===== src/rtl/alu_muldiv_seq.sv =====
// alu_muldiv_seq: unsigned MUL/MULHU/DIVU/REMU on the shared ALU, one ALU op per cycle; 33-cycle accept-to-result latency (1 cycle for divide by zero).
// Backpressure: result held stable in DONE until rsp_ready; req_ready only in IDLE, so a waiting request stalls.
module alu_muldiv_seq #(
  parameter int XLEN = 32
) (
  input  logic            clk,
  input  logic            rst,
  input  logic            flush,
  input  logic            req_valid,
  output logic            req_ready,
  input  logic [1:0]      req_op,
  input  logic [XLEN-1:0] req_a,
  input  logic [XLEN-1:0] req_b,
  output logic            rsp_valid,
  input  logic            rsp_ready,
  output logic [XLEN-1:0] rsp_data,
  output logic            busy,
  output logic [XLEN-1:0] alu_a,
  output logic [XLEN-1:0] alu_b,
  output logic [3:0]      alu_control,
  input  logic [XLEN-1:0] alu_result
);

  typedef enum logic [1:0] {IDLE, RUN, DONE} state_t;

  localparam logic [3:0] ALU_ADD = 4'b0000;
  localparam logic [3:0] ALU_SUB = 4'b0001;

  state_t          state, state_nxt;
  logic [4:0]      cnt;
  logic [1:0]      op;
  // hi/lo double as R/Q for divide; mcand doubles as the divisor D
  logic [XLEN-1:0] hi, lo, mcand;

  logic            is_div;
  logic [XLEN-1:0] rs;
  logic            top, ge, carry;

  assign is_div = op[1];
  assign rs     = {hi[XLEN-2:0], lo[XLEN-1]};
  assign top    = hi[XLEN-1];
  assign ge     = top | (rs >= mcand);
  assign carry  = (alu_result < hi);

  always_comb begin
    state_nxt   = state;
    req_ready   = 1'b0;
    rsp_valid   = 1'b0;
    rsp_data    = '0;
    busy        = (state != IDLE);
    alu_a       = '0;
    alu_b       = '0;
    alu_control = ALU_ADD;
    case (state)
      IDLE: begin
        req_ready = !flush;
        if (req_valid && !flush)
          state_nxt = (req_op[1] && req_b == '0) ? DONE : RUN;
      end
      RUN: begin
        if (is_div) begin
          alu_control = ALU_SUB;
          alu_a       = rs;
          alu_b       = mcand;
        end else begin
          alu_a = hi;
          alu_b = lo[0] ? mcand : '0;
        end
        if (cnt == 5'd31)
          state_nxt = DONE;
      end
      DONE: begin
        rsp_valid = 1'b1;
        case (op)
          2'b00:   rsp_data = lo;
          2'b01:   rsp_data = hi;
          2'b10:   rsp_data = lo;
          default: rsp_data = hi;
        endcase
        if (rsp_ready)
          state_nxt = IDLE;
      end
      default: state_nxt = IDLE;
    endcase
    if (flush)
      state_nxt = IDLE;
  end

  always_ff @(posedge clk or posedge rst) begin
    if (rst) begin
      state <= IDLE;
      cnt   <= '0;
      op    <= '0;
      hi    <= '0;
      lo    <= '0;
      mcand <= '0;
    end else begin
      state <= state_nxt;
      case (state)
        IDLE: begin
          if (req_valid && req_ready) begin
            op    <= req_op;
            cnt   <= '0;
            mcand <= req_b;
            // Divide by zero resolves immediately: Q = all ones, R = dividend
            if (req_op[1] && req_b == '0) begin
              hi <= req_a;
              lo <= '1;
            end else begin
              hi <= '0;
              lo <= req_a;
            end
          end
        end
        RUN: begin
          cnt <= flush ? 5'd0 : cnt + 5'd1;
          if (is_div) begin
            hi <= ge ? alu_result : rs;
            lo <= {lo[XLEN-2:0], ge};
          end else begin
            hi <= {carry, alu_result[XLEN-1:1]};
            lo <= {alu_result[0], lo[XLEN-1:1]};
          end
        end
        default: ;
      endcase
    end
  end

endmodule

===== config.mk =====
export PLATFORM = sky130hd
export DESIGN_NAME = alu_muldiv_seq
export DESIGN_NICKNAME = d
export VERILOG_FILES = /design/src/rtl/alu_muldiv_seq.sv
export SDC_FILE = /design/constraint.sdc
export NUM_CORES = 1
export LEC_CHECK = 0
export ABC_CLOCK_PERIOD_IN_PS = 4600
export CORE_MARGIN = 1
export CORE_UTILIZATION = 50
export CTS_CLUSTER_SIZE = 25
export DETAILED_ROUTE_END_ITERATION = 16
export PLACE_DENSITY = 0.81
export SETUP_SLACK_MARGIN = 0.4
export SLEW_MARGIN = 10
export SYNTH_ARGS = -nofsm -noshare
export SYNTH_HDL_FRONTEND = slang
export SYNTH_SLANG_ARGS = --single-unit

===== constraint.sdc =====
create_clock -name clk -period 4.6 [get_ports clk]
set_input_delay 0.92 -clock clk [delete_from_list [all_inputs] [get_ports clk]]
set_output_delay 0.92 -clock clk [all_outputs]
set_load 0.1 [all_outputs]

Figure 1. Metal 3.
(4 px per micron)
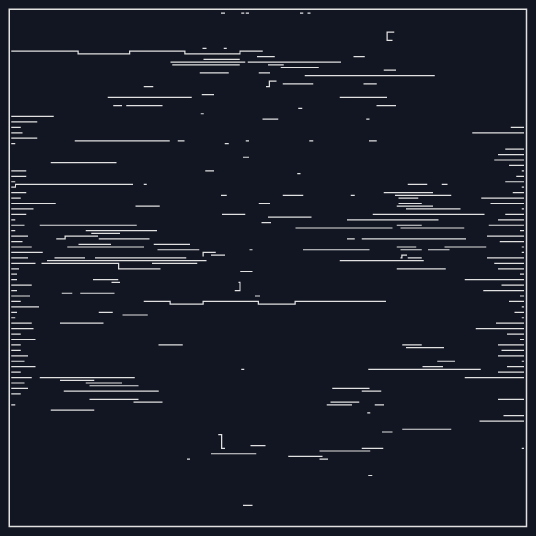
longest straight run: 39.6 microns
wire length on this layer: 1,670 microns
nets with wire on the layer: 191
share of all routed wire: 6.8%
main direction: horizontal

Figure 2. Clock distribution.
(4 px per micron)
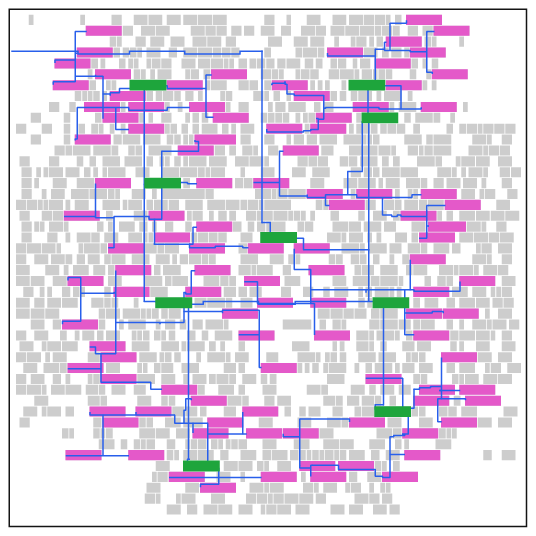
[magenta] flip-flops | count: 105
[blue] clock wires | length: 1,460 microns
[green] clock-net drivers | count: 9
routed clock nets: 10

==> results.sh <==
# physical design summary
export IMPL_clk_share_pct=2.80
export IMPL_clk_path_buf_depth=2
export IMPL_place_ws_ns=1.19
export IMPL_yosys_area_top_type="dfrtp_1"
export IMPL_power_switching_mw=2.06
export IMPL_gr_usage_met1_pct=38.8
export IMPL_p_sw_share_pct=46.1
export IMPL_seqPwrFrac_pct=32.7
export IMPL_wl_per_cell_microns=18.7
export IMPL_r2r_slack_ns=1.85
export IMPL_tritoncts="built"
export IMPL_cp_max_fo=21
export IMPL_ff2ff_path_depth=9
export IMPL_powerClk_mw=0.789
export IMPL_io_pins=206
export IMPL_top_layer="met4"
export IMPL_dieWidth_microns=129
export IMPL_crit_end="rsp_data[12]"
export IMPL_bufAreaShareNonClock_pct=18.5
export IMPL_status="finished clean"
export IMPL_maxPowerGroup="combinational logic"
export IMPL_nClkBuffers=11
export IMPL_grt_total_usage_pct=29.9
export IMPL_dp_cells=1305
export IMPL_final_nets=1268
export IMPL_yosysTopAreaCellShare_pct=32.6
export IMPL_clk_latency_ns=0.36
export IMPL_cellInternalPower_mw=2.41
export IMPL_antenna_cells=0
export IMPL_p_leak_nw=4.69
export IMPL_slew_violations=0
export IMPL_yosysUniqueCellTypes=52
export IMPL_firstDrtPassIters=7
export IMPL_use_met3_pct=4.32
export IMPL_viasPerCell=5.87
export IMPL_ys_ff=105
export IMPL_syn_area_sq_um=8060
export IMPL_top_cells_by_area="dfrtp_1 33%, mux2i_1 12%, ha_1 10%"
export IMPL_first_iter_violations=633
export IMPL_numCtsBuffers=9
export IMPL_seq_cell_share_pct=25.8
export IMPL_max_cap_viol_count=0
export IMPL_drc_errors=0
export IMPL_ys_seq_share_pct=32.6
export IMPL_startpoint="state[0]$_DFFE_PP0P_"
export IMPL_dr_wl_met3_microns=1670
Figure 3. Gate-type map.
(2 px per micron)
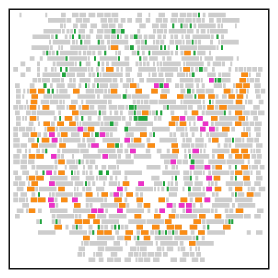
| color | family | cells | most used |
|---|---|---|---|
| green | nand cells | 104 | nand2_1 |
| orange | mux cells | 131 | mux2i_1 |
| magenta | non-inverting ao/oa cells | 40 | a22o_1 |

## sequential cells by signal, indices dropped and copies added, names as in the netlist
register / count
hi: 32
lo: 32
mcand: 32
cnt: 5
op: 2
state: 2
## cell families (layout without fill, tap and decap cells)
logic type | Yosys count | in the layout | share of synthesized area [%]
AOI/OAI and AO/OA | 252 | 252 | 18.9
xor gates and xnor gates | 1 | 1 | 0.109
adders and majority gates | 65 | 65 | 10.1
buffers and inverters | 133 | 295 | 7.34
DFF | 105 | 105 | 32.6
muxes | 131 | 131 | 16.8
other | 1 | 3 | 0.0465
and+or+nand+nor | 251 | 251 | 14.1
## critical path: stages, from the launching register on
cell and delay, ns:
dfrtp_1 0.50, nand2b_1 0.66, buf_4 0.42, nor2_1 0.12, buf_4 0.30
